<file path="src/rtl/aes_ctrl_pkg.sv">
// Shared types for the AES encryption-core arbiter: FSM states, requester ID,
// 128-bit block type, default timeout and a small ID-to-mask helper.
package aes_ctrl_pkg;

    typedef enum logic [1:0] {
        StIdle,
        StIssue,
        StWait,
        StResp
    } arb_state_e;

    typedef logic         req_id_t;
    typedef logic [127:0] block_t;

    localparam int unsigned DefaultTimeoutCycles = 1000;

    // One-hot mask for a requester ID.
    function automatic logic [1:0] id_to_mask(input req_id_t id);
        return id ? 2'b10 : 2'b01;
    endfunction

endpackage

</file>
<file path="src/rtl/aes_enc_arbiter_if.sv">
// Requester and AES-core signal bundle for aes_enc_arbiter.
// slave: the arbiter's view. master: requesters plus core, i.e. everything around it.
interface aes_enc_arbiter_if;
    import aes_ctrl_pkg::*;

    logic [1:0] req_valid;
    logic [1:0] req_ready;
    block_t     req0_data;
    block_t     req1_data;
    block_t     req0_key;
    block_t     req1_key;
    logic [1:0] resp_valid;
    logic [1:0] resp_ready;
    block_t     resp_data;
    logic       resp_err;
    logic       core_valid_out;
    block_t     core_data_out;
    block_t     core_key_out;
    block_t     core_res_in;
    logic       core_res_valid_in;

    modport slave (
        input  req_valid, req0_data, req1_data, req0_key, req1_key, resp_ready,
        input  core_res_in, core_res_valid_in,
        output req_ready, resp_valid, resp_data, resp_err,
        output core_valid_out, core_data_out, core_key_out
    );

    modport master (
        output req_valid, req0_data, req1_data, req0_key, req1_key, resp_ready,
        output core_res_in, core_res_valid_in,
        input  req_ready, resp_valid, resp_data, resp_err,
        input  core_valid_out, core_data_out, core_key_out
    );

endinterface

</file>
<file path="src/rtl/aes_rr_arbiter.sv">
// Two-way round-robin grant: on contention the requester not granted last wins,
// a lone requester always wins.
module aes_rr_arbiter
    import aes_ctrl_pkg::*;
(
    input  logic [1:0] valid,
    input  req_id_t    last,
    input  logic       en,
    output req_id_t    grant_id,
    output logic       grant_vld
);

    // Pick the winner from the current valid pattern and grant history.
    always_comb begin
        grant_id = 1'b0;
        case (valid)
            2'b11:   grant_id = ~last;
            2'b10:   grant_id = 1'b1;
            default: grant_id = 1'b0;
        endcase
    end

    assign grant_vld = en && (valid != 2'b00);

endmodule

</file>
<file path="src/rtl/aes_enc_arbiter.sv">
// Shares one AES encryption core between two requesters, one request in flight.
// Optional WAIT timeout enabled by defining AES_ARB_TIMEOUT_EN; otherwise WAIT is
// unbounded and resp_err is constant 0.
module aes_enc_arbiter
    import aes_ctrl_pkg::*;
#(
    parameter int unsigned TIMEOUT_CYCLES = DefaultTimeoutCycles
) (
    input logic              clk,
    input logic              resetn,
    aes_enc_arbiter_if.slave bus
);

    arb_state_e state_q;
    req_id_t    last_q;
    req_id_t    owner_q;
    req_id_t    grant_id;
    logic       grant_vld;
    logic       arb_en;
    logic [1:0] req_ready;
    logic       core_valid_q;
    block_t     core_data_q;
    block_t     core_key_q;
    block_t     resp_data_q;
    logic [1:0] resp_valid_q;

    if (TIMEOUT_CYCLES < 1) begin : g_bad_timeout
        $error("aes_enc_arbiter: TIMEOUT_CYCLES must be at least 1");
    end

`ifdef AES_ARB_TIMEOUT_EN
    localparam int unsigned CntW = $clog2(TIMEOUT_CYCLES + 1);

    logic [CntW-1:0] cnt_q;
    logic            err_q;

    assign bus.resp_err = err_q;
`else
    assign bus.resp_err = 1'b0;
`endif

    // Grants are only offered while idle; gating with resetn keeps req_ready low in reset.
    assign arb_en = (state_q == StIdle) && resetn;

    aes_rr_arbiter u_rr (
        .valid     (bus.req_valid),
        .last      (last_q),
        .en        (arb_en),
        .grant_id  (grant_id),
        .grant_vld (grant_vld)
    );

    // Single-cycle accept strobe to the granted requester only.
    always_comb begin
        req_ready = 2'b00;
        if (grant_vld) begin
            req_ready = id_to_mask(grant_id);
        end
    end

    assign bus.req_ready      = req_ready;
    assign bus.core_valid_out = core_valid_q;
    assign bus.core_data_out  = core_data_q;
    assign bus.core_key_out   = core_key_q;
    assign bus.resp_data      = resp_data_q;
    assign bus.resp_valid     = resp_valid_q;

    // Request FSM with registered core and response outputs.
    always_ff @(posedge clk or negedge resetn) begin
        if (!resetn) begin
            state_q      <= StIdle;
            last_q       <= 1'b1;
            owner_q      <= 1'b0;
            core_valid_q <= 1'b0;
            core_data_q  <= '0;
            core_key_q   <= '0;
            resp_data_q  <= '0;
            resp_valid_q <= 2'b00;
`ifdef AES_ARB_TIMEOUT_EN
            cnt_q        <= '0;
            err_q        <= 1'b0;
`endif
        end else begin
            core_valid_q <= 1'b0;
            case (state_q)
                StIdle: begin
                    if (grant_vld) begin
                        owner_q      <= grant_id;
                        last_q       <= grant_id;
                        core_data_q  <= grant_id ? bus.req1_data : bus.req0_data;
                        core_key_q   <= grant_id ? bus.req1_key : bus.req0_key;
                        core_valid_q <= 1'b1;
                        state_q      <= StIssue;
                    end
                end
                StIssue: begin
                    state_q <= StWait;
`ifdef AES_ARB_TIMEOUT_EN
                    cnt_q   <= '0;
`endif
                end
                StWait: begin
                    if (bus.core_res_valid_in) begin
                        resp_data_q  <= bus.core_res_in;
                        resp_valid_q <= id_to_mask(owner_q);
                        state_q      <= StResp;
`ifdef AES_ARB_TIMEOUT_EN
                        err_q        <= 1'b0;
                    end else if (cnt_q == CntW'(TIMEOUT_CYCLES - 1)) begin
                        // Core never answered: report an error with a zeroed block.
                        resp_data_q  <= '0;
                        err_q        <= 1'b1;
                        resp_valid_q <= id_to_mask(owner_q);
                        state_q      <= StResp;
                    end else begin
                        cnt_q <= cnt_q + CntW'(1);
`endif
                    end
                end
                StResp: begin
                    // Only the owner's ready bit completes the response.
                    if (bus.resp_ready[owner_q]) begin
                        resp_valid_q <= 2'b00;
                        state_q      <= StIdle;
                    end
                end
                default: state_q <= StIdle;
            endcase
        end
    end

endmodule

</file>
<file path="src/flat_wrapper.sv">
// flat-port wrapper written by rule: the top's interface ports become plain ports
module aes_enc_arbiter_flat import aes_ctrl_pkg::*;
#(
    parameter int unsigned TIMEOUT_CYCLES = DefaultTimeoutCycles
)
  (clk, resetn, bus_req_valid, bus_req0_data, bus_req1_data, bus_req0_key, bus_req1_key, bus_resp_ready, bus_core_res_in, bus_core_res_valid_in, bus_req_ready, bus_resp_valid, bus_resp_data, bus_resp_err, bus_core_valid_out, bus_core_data_out, bus_core_key_out);
  aes_enc_arbiter_if bus_i ();
  input logic clk;
  input logic resetn;
  input wire logic [$bits(bus_i.req_valid)-1:0] bus_req_valid;
  input wire logic [$bits(bus_i.req0_data)-1:0] bus_req0_data;
  input wire logic [$bits(bus_i.req1_data)-1:0] bus_req1_data;
  input wire logic [$bits(bus_i.req0_key)-1:0] bus_req0_key;
  input wire logic [$bits(bus_i.req1_key)-1:0] bus_req1_key;
  input wire logic [$bits(bus_i.resp_ready)-1:0] bus_resp_ready;
  input wire logic [$bits(bus_i.core_res_in)-1:0] bus_core_res_in;
  input wire logic [$bits(bus_i.core_res_valid_in)-1:0] bus_core_res_valid_in;
  output wire logic [$bits(bus_i.req_ready)-1:0] bus_req_ready;
  output wire logic [$bits(bus_i.resp_valid)-1:0] bus_resp_valid;
  output wire logic [$bits(bus_i.resp_data)-1:0] bus_resp_data;
  output wire logic [$bits(bus_i.resp_err)-1:0] bus_resp_err;
  output wire logic [$bits(bus_i.core_valid_out)-1:0] bus_core_valid_out;
  output wire logic [$bits(bus_i.core_data_out)-1:0] bus_core_data_out;
  output wire logic [$bits(bus_i.core_key_out)-1:0] bus_core_key_out;
  assign bus_i.req_valid = bus_req_valid;
  assign bus_i.req0_data = bus_req0_data;
  assign bus_i.req1_data = bus_req1_data;
  assign bus_i.req0_key = bus_req0_key;
  assign bus_i.req1_key = bus_req1_key;
  assign bus_i.resp_ready = bus_resp_ready;
  assign bus_i.core_res_in = bus_core_res_in;
  assign bus_i.core_res_valid_in = bus_core_res_valid_in;
  assign bus_req_ready = bus_i.req_ready;
  assign bus_resp_valid = bus_i.resp_valid;
  assign bus_resp_data = bus_i.resp_data;
  assign bus_resp_err = bus_i.resp_err;
  assign bus_core_valid_out = bus_i.core_valid_out;
  assign bus_core_data_out = bus_i.core_data_out;
  assign bus_core_key_out = bus_i.core_key_out;
  aes_enc_arbiter #(.TIMEOUT_CYCLES(TIMEOUT_CYCLES)) u_core (.clk(clk), .resetn(resetn), .bus(bus_i));
endmodule
</file>
<file path="config.mk">
export PLATFORM = sky130hd
export DESIGN_NAME = aes_enc_arbiter_flat
export DESIGN_NICKNAME = d
export VERILOG_FILES = /design/src/rtl/aes_ctrl_pkg.sv /design/src/rtl/aes_enc_arbiter_if.sv /design/src/rtl/aes_rr_arbiter.sv /design/src/rtl/aes_enc_arbiter.sv /design/src/flat_wrapper.sv
export SDC_FILE = /design/constraint.sdc
export NUM_CORES = 1
export LEC_CHECK = 0
export CAP_MARGIN = 20
export CORE_AREA = 2 2 405 407
export CTS_BUF_LIST = sky130_fd_sc_hd__clkbuf_8
export DETAILED_ROUTE_END_ITERATION = 16
export DIE_AREA = 0 0 407 409
export HOLD_SLACK_MARGIN = 0.05
export PLACE_DENSITY_LB_ADDON = 0.12
export SYNTH_ARGS = -nofsm -noshare
export SYNTH_HDL_FRONTEND = slang
export SYNTH_SLANG_ARGS = --single-unit
</file>
<file path="constraint.sdc">
create_clock -name clk -period 4.36 [get_ports clk]
set_input_delay 1.308 -clock clk [delete_from_list [all_inputs] [get_ports clk]]
set_output_delay 1.308 -clock clk [all_outputs]
set_load 0.05 [all_outputs]
</file>
clock_wires.png
Drawn at 1 px/um.
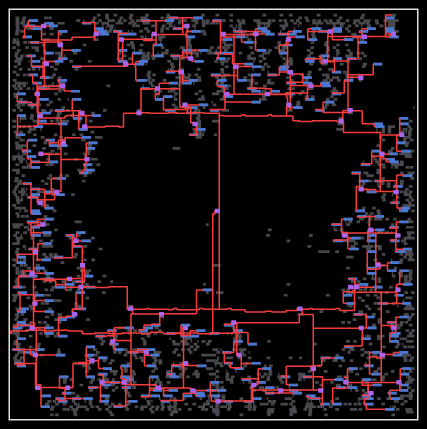
[red] clock wires | length: 9110 um
[blue] flip-flops | count: 391
[purple] clock-net drivers | count: 90
flops lie: spread over the die
routed clock nets: 91

congestion_map.png
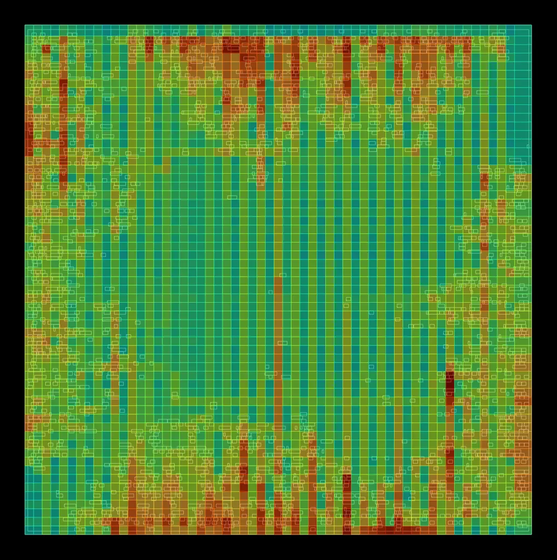
all-layer global routing usage: 11.3%
global routing usage on met3: 5.02%
M2 GR Usage: 20.7%
Layout Utilization: 18.6%

util_map.png
Drawn at 1 px/um. 20 x 20 tiles, from dark blue (low) to red (high), 0 to 100% covered.
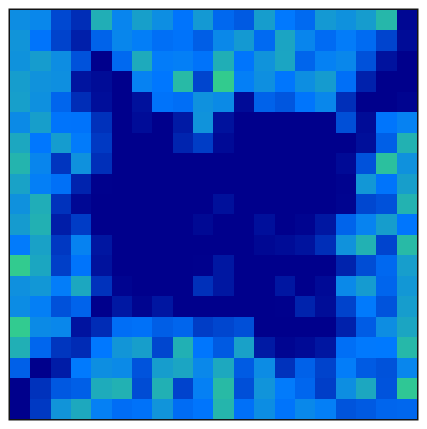
emptiest ninth of the die: middle
nearly empty tiles: 28%
fullest tile: 46%
mean over tiles: 17%
Core Util at FP: 9.64%
area of the core: 0.162 mm^2

m4.png
Drawn at 1 px/um. Supply wires on this layer in grey.
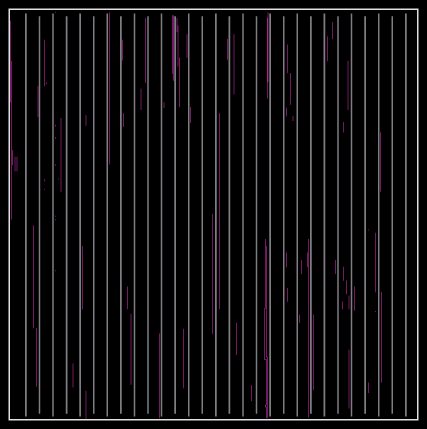
wire length on this layer: 3320 um
share of all routed wire: 3.4%
nets with wire on the layer: 51

port_trees.png
Drawn at 1 px/um.
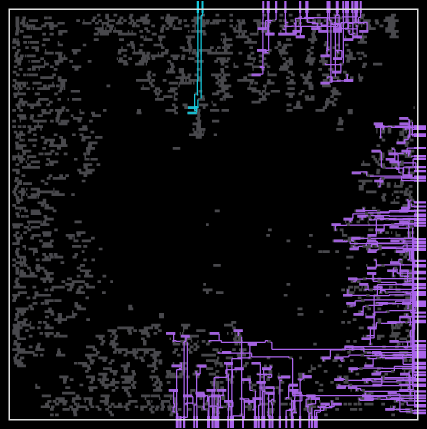
[purple] bus_core_key_out | direction: output | edge: 75 right, 33 bottom, 20 top | end cells: 128 | buffers: 128 | wire: 7060 um
[cyan] bus_resp_valid | direction: output | edge: top | end cells: 2 | buffers: 2 | wire: 209 um
I/O pins: 1037
Port Buffers: 1035

==> flow_metrics.tcl <==
# flow metrics
set metrics [dict create \
    min_path_cells 1 \
    r2r_slack_ps 1300 \
    ys_cells 1164 \
    regArea_mm2 0.00979 \
    slew_viol_final 0 \
    swShare_pct 49.0 \
    root_buffer "clkbuf_8" \
    layout-drive-gt1-share_pct 12.2 \
    vias 15015 \
    ys.flops 391 \
    r2r-end "u_core.bus.core_data_out[122]" \
    p_comb_share_pct 57.0 \
    irDropWorstVdd_uv 342 \
    p_seq_mw 6.39 \
    drt_pass1_iterations 14 \
    clk_pin_slew_ps 50 \
    p_seq_share_pct 26.1 \
    cp-start-kind "input port" \
    first_iter_violations 1561 \
    largest_area_cell "dfrtp_1" \
    dp_cells 4297 \
    synth_nets 1814 \
    synth.most_common_cell "dfrtp_1" \
    crit_fanout 4 \
    antennaDiodeCount 19 \
    warnings 41 \
    ant_nets 0 \
    drcViolationCount 0 \
    stdcell_count 4467 \
    clock_power_share_pct 16.9 \
    comb_area_share_pct 14.0 \
    setup.worst_path.class "in -> out" \
    clockNetworkPower_mw 4.12 \
    cts_tree "built" \
    signal_buffers 1059 \
    met1_length_mm 33.1 \
    inverters 260 \
    power.total_mw 24.5 \
    grt_max_degree 135 \
    cts_setup_buffers 0 \
    setup_violations 0 \
    endpoint "bus_req_ready[0]" \
    p_per_area_mw_per_mm2 811 \
    nClkBuffers 104 \
    status "complete, no violations" \
    numCtsBuffers 90 \
    flops 391 \
    clk_path_buf_depth 3 \
    grt-ovfl-total 0 \
    wl_met2_mm 51.3 \
    grt_pass1_vias 16474 \
    async_flop_share_pct 100 \
    avgRoutedWirePerCell_um 21.9 \
    tap_cells 2175 \
    top_usage_layer "met2" \
    cp.required_ps 3050 \
    cp-end-kind "primary output" \
    holdCritPathClass "reg -> reg" \
    wl_met3_mm 9.92 \
    fin_hold_ws_ps 502 \
    mostFrequentLayoutCell "clkdlybuf4s50_1" \
    postSynthCellCount 1164 \
    yosysUniqueCellTypes 25 \
    fillers 17824 \
    synth.top_cells.by_count "dfrtp_1, inv_1, a222oi_1" \
    syn_to_final_growth_pct 93.0 \
    topCellsByArea "dfrtp_1, a222oi_1, mux2_2" \
    met1_usage_pct 11.0 \
    crit-reg2reg-launch "u_core.state_q[0]" \
    drt_wl_total_mm 97.8 \
    h-tree-depth 3 \
    top_layer_used "met5" \
    cap_violations 0 \
    relSlewSlack_pct 25.5 \
    fin_ws_ps 694 \
    yosysSeqAreaShare_pct 62.6 \
    finalCritPeriodShare_pct 84.1 \
    clk_share_pct 5.59 \
    ff_type "dfrtp_1" \
    arrival_ps 2360 \
    ctsResizeCount 0 \
    antenna_found_initial 42 \
    worstSkewPairLatency_ps 760 \
    clock_sinks 391 \
    max_freq_mhz 273 \
    synth_area_per_cell_um2 13.4 \
    seq_share_pct 32.4 \
    via_per_inst 3.36 \
    grt_pass1_wl_mm 132 \
    finClkSkew_ps 44.9 \
    core.rowCount 148 \
    yosys.area.top_type_share_pct 62.5 \
    logic_area_mm2 0.00422 \
    nNetsFinal 2864 \
    power.internal_mw 12.5 \
    top_area_cell_class "buffers" \
    tightest_slew_ps 1120 \
    fp.dieH_um 409 \
    ff2ff_path_depth 8 \
    die-area_mm2 0.166 \
    hold_path_end "u_core.bus.resp_data[39]" \
    edf_count 0 \
    buffer_area_share_pct 35.5 \
    leakage_nw 13.0 \
    rsz0062_at_grt "no" \
    combinationalPower_mw 13.9 \
    ys_chip_area_mm2 0.0156 \
    die_w_um 407 \
    syn-cell-area_mm2 0.0156 \
    p_sw_mw 12.0 \
    place_congestion 0.765 \
    cts-hold-fix-buffers 0 \
    post_dp_cell_area_mm2 0.0284 \
    tns_ps 0 \
    yosysWarnings 0 \
    hold_start "u_core.bus.resp_data[39]" \
    hpwl_mm 75.0 \
    period_minus_slack_ps 3670 \
    hold_viol 0 \
    cp-startpoint "bus_req_valid[1]" \
    maxPowerGroup "combinational logic" \
    final_area_mm2 0.0302 \
    layout_top_cells "clkdlybuf4s50_1, dfrtp_1, inv_1" \
    logic_gates 412 \
    place_ws_ps 248 \
]
-- logic make-up after synthesis --
family | after synthesis | share of synthesized area [%]
and+or+nand+nor | 13 | 0.481
other | 1 | 0.0240
DFF | 391 | 62.6
buffers and inverters | 361 | 10.5
adders and majority gates | 3 | 0.240
AOI/OAI and AO/OA | 264 | 16.7
muxes | 131 | 9.44
-- sequential cells by signal, summed over array words and instances (netlist names) --
| register | cells |
|---|---|
| u_core.bus.core_data_out | 128 |
| u_core.bus.core_key_out | 128 |
| u_core.bus.core_valid_out | 1 |
| u_core.bus.resp_data | 128 |
| u_core.bus.resp_valid | 2 |
| u_core.last_q | 1 |
| u_core.owner_q | 1 |
| u_core.state_q | 2 |
-- worst max-delay path, stage by stage --
cell and delay (ps):
clkdlybuf4s50_1 510, nand2b_1 120, and3_4 260, buf_12 150
